`config.mk`:
```
export PLATFORM = sky130hd
export DESIGN_NAME = regfile_wr_arbiter
export DESIGN_NICKNAME = d
export VERILOG_FILES = /design/src/rtl/regfile_pkg.sv /design/src/rtl/rr_arbiter.sv /design/src/rtl/regfile_wr_arbiter.sv
export SDC_FILE = /design/constraint.sdc
export NUM_CORES = 1
export LEC_CHECK = 0
export CORE_UTILIZATION = 35
export CTS_CLUSTER_SIZE = 30
export DETAILED_ROUTE_END_ITERATION = 8
export DONT_BUFFER_PORTS = 1
export PLACE_DENSITY_LB_ADDON = 0.15
export SLEW_MARGIN = 20
export SYNTH_ARGS = -nofsm -noshare
export SYNTH_HDL_FRONTEND = slang
export SYNTH_SLANG_ARGS = --single-unit
export TNS_END_PERCENT = 30
```
`constraint.sdc`:
```
create_clock -name clk -period 3.28 [get_ports clk]
set_input_delay 0.328 -clock clk [delete_from_list [all_inputs] [get_ports clk]]
set_output_delay 0.328 -clock clk [all_outputs]
set_load 0.01 [all_outputs]
```
`src/rtl/regfile_pkg.sv`:
```
// Shared definitions for the register-file writeback path: default sizes,
// requester slot assignments and a small pointer helper.
package regfile_pkg;

   localparam int DEF_NUM_REQ    = 4;
   localparam int DEF_DATA_WIDTH = 8;
   localparam int DEF_DEPTH      = 2;

   localparam int REQ_ALU  = 0;
   localparam int REQ_LOAD = 1;
   localparam int REQ_MUL  = 2;
   localparam int REQ_CSR  = 3;

   // Index that follows idx in a ring of n slots.
   function automatic int wrap_inc(input int idx, input int n);
      return (idx + 1 >= n) ? 0 : idx + 1;
   endfunction

endpackage

```
`src/rtl/rr_arbiter.sv`:
```
// Purely combinational round-robin picker: starting at ptr, grants the first
// asserted request walking upward and wrapping. ptr is expected to be < N.
module rr_arbiter #(
   parameter int N = 4,
   localparam int IW = $clog2(N)
) (
   input  logic [N-1:0]  req,
   input  logic [IW-1:0] ptr,
   output logic [N-1:0]  grant,
   output logic [IW-1:0] grant_idx,
   output logic          any_grant
);

   localparam int SW = IW + 1;

   logic [SW-1:0] slot;

   // Scan the ring from ptr and latch onto the first requester found.
   always_comb begin
      grant     = '0;
      grant_idx = '0;
      any_grant = 1'b0;
      slot      = '0;
      for (int off = 0; off < N; off++) begin
         slot = {1'b0, ptr} + SW'(off);
         if (slot >= SW'(N)) begin
            slot = slot - SW'(N);
         end
         if (!any_grant && req[slot[IW-1:0]]) begin
            any_grant                = 1'b1;
            grant_idx                = slot[IW-1:0];
            grant[slot[IW-1:0]]      = 1'b1;
         end
      end
   end

endmodule

```
`src/rtl/regfile_wr_arbiter.sv`:
```
// Shares the register file's single write port among the writeback
// requesters. Accepted writes go through one register stage; writes aimed at
// register 0 are accepted but only reported via zero_drop.
module regfile_wr_arbiter
   import regfile_pkg::*;
#(
   parameter int NUM_REQ    = DEF_NUM_REQ,
   parameter int DATA_WIDTH = DEF_DATA_WIDTH,
   parameter int DEPTH      = DEF_DEPTH
) (
   input  logic                                clk,
   input  logic                                rst_n,
   input  logic                                stall,
   input  logic [NUM_REQ-1:0]                  req_valid,
   output logic [NUM_REQ-1:0]                  req_ready,
   input  logic [NUM_REQ-1:0][DEPTH-1:0]       req_addr,
   input  logic [NUM_REQ-1:0][DATA_WIDTH-1:0]  req_data,
   output logic                                rf_we,
   output logic [DEPTH-1:0]                    rf_wr_addr,
   output logic [DATA_WIDTH-1:0]               rf_wr_data,
   output logic                                zero_drop,
   output logic                                busy
);

   localparam int PTR_W = $clog2(NUM_REQ);

   logic [PTR_W-1:0]      rr_ptr;
   logic [NUM_REQ-1:0]    req_eligible;
   logic [NUM_REQ-1:0]    grant;
   logic [PTR_W-1:0]      grant_idx;
   logic                  any_grant;
   logic [DEPTH-1:0]      sel_addr;
   logic [DATA_WIDTH-1:0] sel_data;
   logic                  sel_is_zero;

   // Requests are masked while stalled or held in reset so no grant can leak
   // out; the mask depends only on valid/stall/reset, never on addr/data.
   assign req_eligible = (stall || !rst_n) ? '0 : req_valid;

   rr_arbiter #(.N(NUM_REQ)) u_rr_arbiter (
      .req       (req_eligible),
      .ptr       (rr_ptr),
      .grant     (grant),
      .grant_idx (grant_idx),
      .any_grant (any_grant)
   );

   assign req_ready   = grant;
   assign sel_addr    = req_addr[grant_idx];
   assign sel_data    = req_data[grant_idx];
   assign sel_is_zero = (sel_addr == '0);
   assign busy        = (|req_valid) || rf_we;

   // Advance the round-robin pointer past whoever was just accepted.
   always_ff @(posedge clk or negedge rst_n) begin
      if (!rst_n) begin
         rr_ptr <= '0;
      end else if (any_grant) begin
         rr_ptr <= PTR_W'(wrap_inc(int'(grant_idx), NUM_REQ));
      end
   end

   // Register the accepted write toward the register file; reset discards a
   // write that has not yet been committed.
   always_ff @(posedge clk or negedge rst_n) begin
      if (!rst_n) begin
         rf_we      <= 1'b0;
         rf_wr_addr <= '0;
         rf_wr_data <= '0;
         zero_drop  <= 1'b0;
      end else if (any_grant) begin
         rf_we      <= !sel_is_zero;
         zero_drop  <= sel_is_zero;
         rf_wr_addr <= sel_addr;
         rf_wr_data <= sel_data;
      end else begin
         rf_we      <= 1'b0;
         zero_drop  <= 1'b0;
      end
   end

endmodule

```
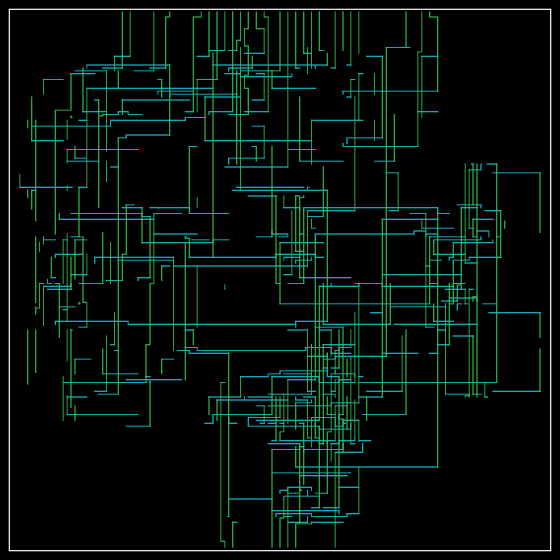
Run 1: metal layers overlaid
Only two layers are drawn.
green -> M2  # wire length 1430 um
cyan -> M1  # wire length 1060 um
via count: 909
DR WL/cell: 17.4 um
all-layer global routing usage: 14.1%
DRT Wirelength: 2.69 mm

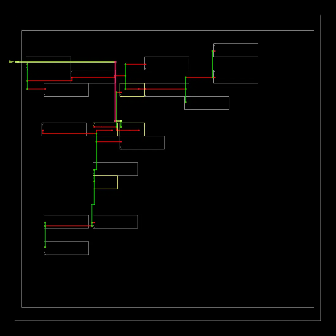
Run 1: the clock network
CTS Sinks: 14
clk_skew: 0.000428 ns
Flops: 14
CLK BUF: 4

==> results.sh, run 1 <==
# physical design summary
export IMPL_taps=46
export IMPL_hold_path_class="in -> reg"
export IMPL_r2r_end="rf_wr_data[6]$_DFFE_PN0P_"
export IMPL_wl_met3_um=190
export IMPL_cellLeakagePower_nw=0.574
export IMPL_fmax_ghz=0.362
export IMPL_intPower_mw=0.648
export IMPL_flop_cell="dfrtp_1"
export IMPL_xor_area_share_pct=1.34
export IMPL_clock_path_buffers=2
export IMPL_status="completed"
export IMPL_top_power_group="combinational logic"
export IMPL_fin_nets=165
export IMPL_antenna_found_initial=0
export IMPL_post_dp_hpwl_mm=2.11
export IMPL_met1_length_mm=1.06
export IMPL_syn_avg_cell_area_um2=12.7
export IMPL_postRouteAntennaNets=0
export IMPL_logic_gates=82
export IMPL_reg2reg_depth=9
export IMPL_worstSetupStartpointType="flop"
export IMPL_powerDensity_nw_per_um2=745
export IMPL_dr_pass1_iters=4
export IMPL_cp_endpoint="rf_wr_data[6]$_DFFE_PN0P_"
export IMPL_synth_top_area_share_pct=26.9
export IMPL_n_all_inverters=3
export IMPL_finalClockPeriodUsage_pct=84.3
export IMPL_drive_gt1_share_pct=31.2
export IMPL_met3_usage_pct=3.83
export IMPL_logic_family="multiplexers"
export IMPL_ys_cells=103
export IMPL_netlist_area_um2=1300
export IMPL_place_congestion=0.792
export IMPL_ys_sh_mux_pct=35.7
export IMPL_instances_no_fill=155
export IMPL_p_total_mw=1.07
export IMPL_synth_most_common_cell="dfrtp_1"
export IMPL_placed_cells=150
export IMPL_core_area_um2=3440
export IMPL_worst_slack_ns=0.515
export IMPL_crit_family="multiplexers"
export IMPL_regMostFlops="rf_wr_data"
export IMPL_crit_cells=9
export IMPL_critPathLaunch="rr_ptr[0]$_DFFE_PN0P_"
export IMPL_yosysUniqueCellTypes=39
export IMPL_cts_setup_buffers=0
export IMPL_fin_tns_setup_ns=0
export IMPL_fill_cells=328
export IMPL_comb_area_share_pct=63.6
export IMPL_netSwitchingPower_mw=0.420
export IMPL_pin_count=64
export IMPL_final_hold_viol_count=0
export IMPL_die_h_um=63.0
export IMPL_ir_drop_mv=0.425
export IMPL_cts_tree="done"
export IMPL_cts_root_buffer="clkbuf_8"
export IMPL_reg2reg_setup_slack_ns=0.51
export IMPL_largest_reg_flops=8
export IMPL_critPathBufInv=2
export IMPL_largest_class="combinational gates"
export IMPL_simple_gate_share_pct=12.1
export IMPL_p_comb_mw=0.569
export IMPL_buffer_area_share_pct=3.32
export IMPL_floorplan_nets=158
export IMPL_crit_fanout=12
export IMPL_slowest_delay_ns=0.42
export IMPL_regArea_um2=350
export IMPL_ys_ff=14
export IMPL_htree_levels=1
export IMPL_cp_cell_sequence="inv_1 -> ha_1 -> or3b_1 -> a2bb2oi_2 -> o21ai_4 -> xnor2_1 -> buf_4 -> mux4_2 -> mux2_4"
export IMPL_grt_max_degree=15
export IMPL_place_area_um2=1370
export IMPL_hp_start="req_valid[3]"
export IMPL_cap_violations=0
export IMPL_place_ws_ns=0.520
export IMPL_p_sw_share_pct=39.3
export IMPL_period_needed_ns=2.77
export IMPL_p_seq_mw=0.335
export IMPL_stdcell_area_um2=1430
export IMPL_chip_area_um2=3970
export IMPL_grt_use_met2_pct=25.7
export IMPL_reg_top3="rf_wr_data: 8 flops, rf_wr_addr: 2 flops, rr_ptr: 2 flops"
export IMPL_die_w_um=63.0
export IMPL_synth_edff_count=0
export IMPL_lay_top_count="dfrtp_1"
export IMPL_diodes=0
export IMPL_cp_slowest_cell="or3b_1"
export IMPL_endpoint_kind="flop"
export IMPL_setup_viol=0
export IMPL_yosys_area_um2=1300
export IMPL_layout_cells_most_common_list="dfrtp_1 (14), nor2_1 (9), ha_1 (8)"
export IMPL_clk_share_pct=3.84
export IMPL_relSlewSlack_pct=57.8
export IMPL_signal_buffers=6
export IMPL_combPwrFrac_pct=53.3
export IMPL_cts_clk_slew_worst_paths_ns=0.06
export IMPL_compound_area_share_pct=13.1
export IMPL_seq_cell_share_pct=24.5
export IMPL_top_area_cell="dfrtp_1"
export IMPL_timing_hold_ws_ns=0.352
export IMPL_cp_arrival_ns=2.89
export IMPL_top_layer_used="met4"
export IMPL_area_growth_pct=9.88
export IMPL_synth_seq_share_pct=26.9
export IMPL_grt_remaining_overflow=0
export IMPL_drcViolationCount=0
export IMPL_cts_buffers=3
export IMPL_grt_busiest_layer="met2"
export IMPL_grtUsageMet1_pct=16.4
export IMPL_synthTopCellsByArea="dfrtp_1 (27%), mux4_2 (12%), mux4_1 (8.1%), ha_1 (7.7%), mux2_4 (6.9%)"
export IMPL_rsz0062_at_grt="false"
export IMPL_ctsResizeCount=0
export IMPL_drt_iter0_drc=12
export IMPL_tightest_slew_ns=0.631
export IMPL_final_core_util_pct=41.6
export IMPL_r2r_start="rr_ptr[0]$_DFFE_PN0P_"
export IMPL_worstSetupPathType="reg -> reg"
export IMPL_grt_first_pass_wirelength_mm=4.42
export IMPL_warnings=33
export IMPL_crit_required_ns=3.40
export IMPL_floorplan_core_util_pct=37.9
export IMPL_io_buffers=0
export IMPL_fa_ha_area_share_pct=7.68
export IMPL_logic_area_um2=911
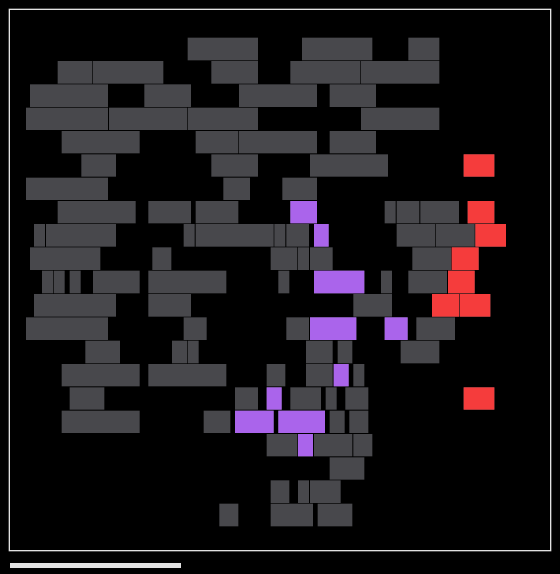
Run 1: logic cells by family
The bar under the picture is 20 um long.
red -> non-inverting ao/oa cells  # cells 8, where east
purple -> aoi and oai cells  # cells 10

Run 1, sequential cells grouped by signal name:
The bar under the picture is 20 um long. Other sequential cells in the stronger grey, the rest of the logic in the fainter grey.
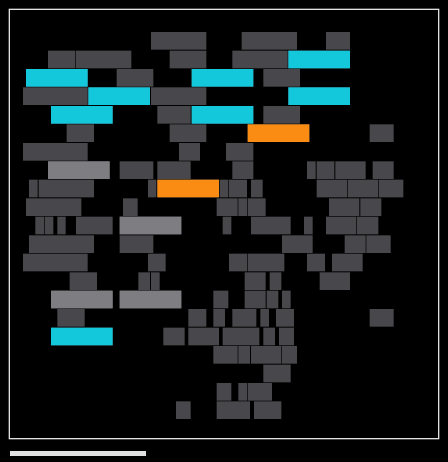

--- run 2 (diff from run 1) ---
Clock period 3.28 ns to 2.85 ns, I/O delays scaled along.
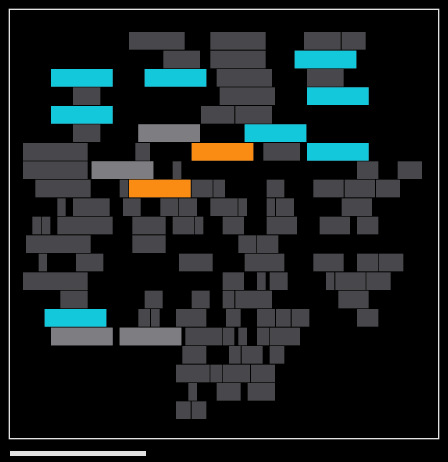
Run 2: sequential cells grouped by signal name
The bar under the picture is 20 um long. Other sequential cells in the stronger grey, the rest of the logic in the fainter grey.
orange -> rr_ptr  # flops 2
cyan -> rf_wr_data  # flops 8
not coloured = 4

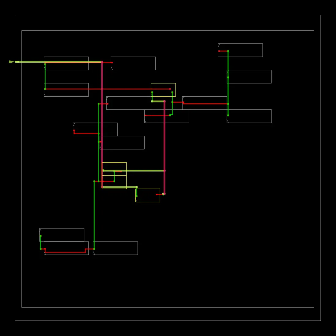
Run 2: the clock network
CTS Buf Count: 3
insertion delay to the later sink of the worst-skew pair: 0.25 ns
clock network power: 0.193 mW
clk_skew: 0.00164 ns

==> run 2 against run 1 <==
- synthesized cell count did not move
- synthesized area did not move
- sequential share of layout area fell by 0.38 points
- maximum frequency rose by 4.0%
- first-iteration DRC count rose by 50%
- hold slack got worse by 0.057 ns
- die area did not move
- global-route usage rose by 0.81 points
- final cell count rose by 1.9%
- clock skew rose by 0.0012 ns
- wire length rose by 0.22%
- via count rose by 1.3%
- largest cell class unchanged
==> results.sh, run 2 <==
# physical design summary
export IMPL_clk_share_pct=3.78
export IMPL_io_buffers=0
export IMPL_cp_cell_sequence="inv_1 -> ha_1 -> or3b_1 -> a2bb2oi_2 -> o21ai_4 -> xnor2_1 -> buf_4 -> mux4_2 -> mux2_4"
export IMPL_setup_viol=0
export IMPL_combPwrFrac_pct=54.5
export IMPL_cts_tree="done"
export IMPL_place_ws_ns=0.193
export IMPL_n_all_inverters=3
export IMPL_ir_drop_mv=0.420
export IMPL_final_core_util_pct=42.3
export IMPL_fill_cells=338
export IMPL_p_total_mw=1.28
export IMPL_yosys_area_um2=1300
export IMPL_status="completed"
export IMPL_core_area_um2=3440
export IMPL_compound_area_share_pct=13.1
export IMPL_drt_wl_total_mm=2.70
export IMPL_antenna_found_initial=0
export IMPL_n_clock_buffer=4
export IMPL_final_hold_viol_count=0
export IMPL_cts_sinks=14
export IMPL_floorplan_core_util_pct=37.9
export IMPL_p_seq_mw=0.387
export IMPL_critPathBufInv=2
export IMPL_die_h_um=63.0
export IMPL_via_count=921
export IMPL_buffer_area_share_pct=4.82
export IMPL_regArea_um2=350
export IMPL_powerDensity_nw_per_um2=877
export IMPL_hp_start="req_valid[3]"
export IMPL_diodes=0
export IMPL_cts_clk_slew_worst_paths_ns=0.06
export IMPL_drt_iter0_drc=18
export IMPL_cellLeakagePower_nw=0.589
export IMPL_met1_length_mm=1.09
export IMPL_clock_path_buffers=2
export IMPL_lay_top_count="dfrtp_1"
export IMPL_xor_area_share_pct=1.34
export IMPL_postRouteAntennaNets=0
export IMPL_p_sw_share_pct=39.0
export IMPL_timing_hold_ws_ns=0.295
export IMPL_grt_usage_pct=14.9
export IMPL_r2r_start="rr_ptr[0]$_DFFE_PN0P_"
export IMPL_grt_busiest_layer="met2"
export IMPL_tightest_slew_ns=0.665
export IMPL_area_growth_pct=11.6
export IMPL_warnings=33
export IMPL_crit_fanout=6
export IMPL_comb_area_share_pct=62.6
export IMPL_grt_remaining_overflow=0
export IMPL_logic_area_um2=911
export IMPL_drcViolationCount=0
export IMPL_p_comb_mw=0.695
export IMPL_layout_cells_most_common_list="dfrtp_1 (14), nor2_1 (9), ha_1 (8), buf_4 (8), mux4_2 (7)"
export IMPL_period_needed_ns=2.66
export IMPL_cts_root_buffer="clkbuf_8"
export IMPL_worstSetupPathType="reg -> reg"
export IMPL_dr_pass1_iters=4
export IMPL_rsz0062_at_grt="false"
export IMPL_synth_most_common_cell="dfrtp_1"
export IMPL_synth_top_area_share_pct=26.9
export IMPL_die_w_um=63.0
export IMPL_pin_count=64
Run 2, pin map:
Pins as bars across the die edge, other pins in grey.
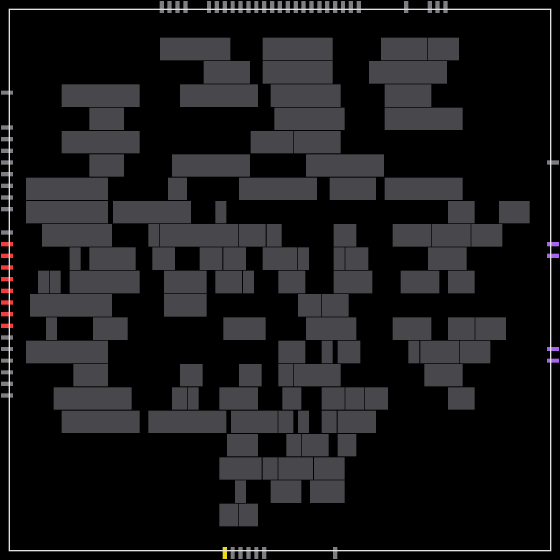

--- run 3 (diff from run 2) ---
Settings changed: CORE_UTILIZATION 35 to 49, GPL_TIMING_DRIVEN set to 0.
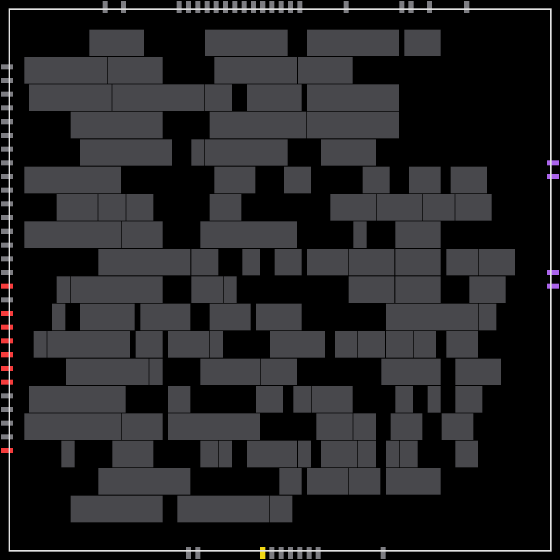
Run 3: pin map
Pins as bars across the die edge, other pins in grey.
yellow -> rf_we  # pins 1, direction output, edge south
purple -> req_ready  # pins 4, direction output, edge east
red -> req_addr  # pins 8, direction input, edge west
Die X: 53.6 um
die height: 53.6 um
port buffer count: 0

==> run 3 against run 2 <==
- sequential power rose by 5.4%
- setup slack got worse by 0.074 ns
- critical path depth rose by 1
- combinational power rose by 7.8%
- synthesized cell count did not move
- maximum frequency fell by 2.7%
- via count rose by 0.65%
- synthesized area did not move
- global-route usage rose by 6.2 points
==> results.sh, run 3 <==
# physical design summary
export IMPL_status="completed"
export IMPL_xor_area_share_pct=1.34
export IMPL_top_area_cell="dfrtp_1"
export IMPL_postRouteAntennaNets=0
export IMPL_period_needed_ns=2.73
export IMPL_fin_tns_setup_ns=0
export IMPL_cp_cell_sequence="buf_6 -> clkinvlp_4 -> ha_4 -> or3b_1 -> a2bb2oi_2 -> o21ai_4 -> xnor2_2 -> buf_4 -> mux4_2 -> mux2_4"
export IMPL_grt_remaining_overflow=0
export IMPL_logic_area_um2=933
export IMPL_area_growth_pct=12.0
export IMPL_dr_pass1_iters=4
export IMPL_yosys_area_um2=1300
export IMPL_tightest_slew_ns=0.679
export IMPL_n_clock_buffer=4
export IMPL_floorplan_core_util_pct=52.2
export IMPL_final_core_util_pct=58.4
export IMPL_antenna_found_initial=0
export IMPL_warnings=33
export IMPL_cellLeakagePower_nw=0.582
export IMPL_cts_root_buffer="clkbuf_4"
export IMPL_chip_area_um2=2870
export IMPL_synth_most_common_cell="dfrtp_1"
export IMPL_crit_fanout=8
export IMPL_p_seq_mw=0.408
export IMPL_place_ws_ns=-0.275
export IMPL_met1_length_mm=1.10
export IMPL_ir_drop_mv=0.554
export IMPL_grt_usage_pct=21.2
export IMPL_combPwrFrac_pct=57.8
export IMPL_worstSetupPathType="reg -> reg"
export IMPL_cts_clk_slew_worst_paths_ns=0.08
export IMPL_r2r_start="rr_ptr[0]$_DFFE_PN0P_"
export IMPL_final_hold_viol_count=0
export IMPL_powerDensity_nw_per_um2=887
export IMPL_clock_path_buffers=2
export IMPL_diodes=0
export IMPL_layout_cells_most_common_list="dfrtp_1 (12), nor2_1 (8), mux4_2 (7), ha_1 (7), mux2_4 (6)"
export IMPL_p_sw_share_pct=40.0
export IMPL_grt_busiest_layer="met2"
export IMPL_clk_share_pct=2.49
export IMPL_comb_area_share_pct=63.9
export IMPL_setup_viol=0
export IMPL_rsz0062_at_grt="false"
export IMPL_regArea_um2=353
export IMPL_p_comb_mw=0.749
export IMPL_hp_start="req_valid[3]"
export IMPL_timing_hold_ws_ns=0.271
export IMPL_cts_tree="done"
export IMPL_drt_wl_total_mm=2.68
export IMPL_n_all_inverters=3
export IMPL_compound_area_share_pct=13.1
export IMPL_seq_cells=14
export IMPL_fill_cells=200
export IMPL_cts_sinks=14
export IMPL_critPathBufInv=3
export IMPL_cts_buffers=3
export IMPL_drt_iter0_drc=11
export IMPL_logic_family="multiplexers"
export IMPL_buffer_area_share_pct=5.83
export IMPL_core_area_um2=2500
export IMPL_pin_count=64
export IMPL_lay_top_count="dfrtp_1"
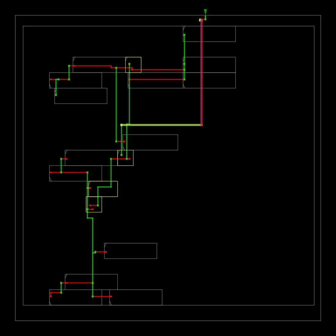
Run 3: the clock network
clock network power: 0.139 mW
insertion delay to the later sink of the worst-skew pair: 0.27 ns
clk_skew: 0.00251 ns

Power figures rest on the tool's default switching activity, not on a simulated workload.
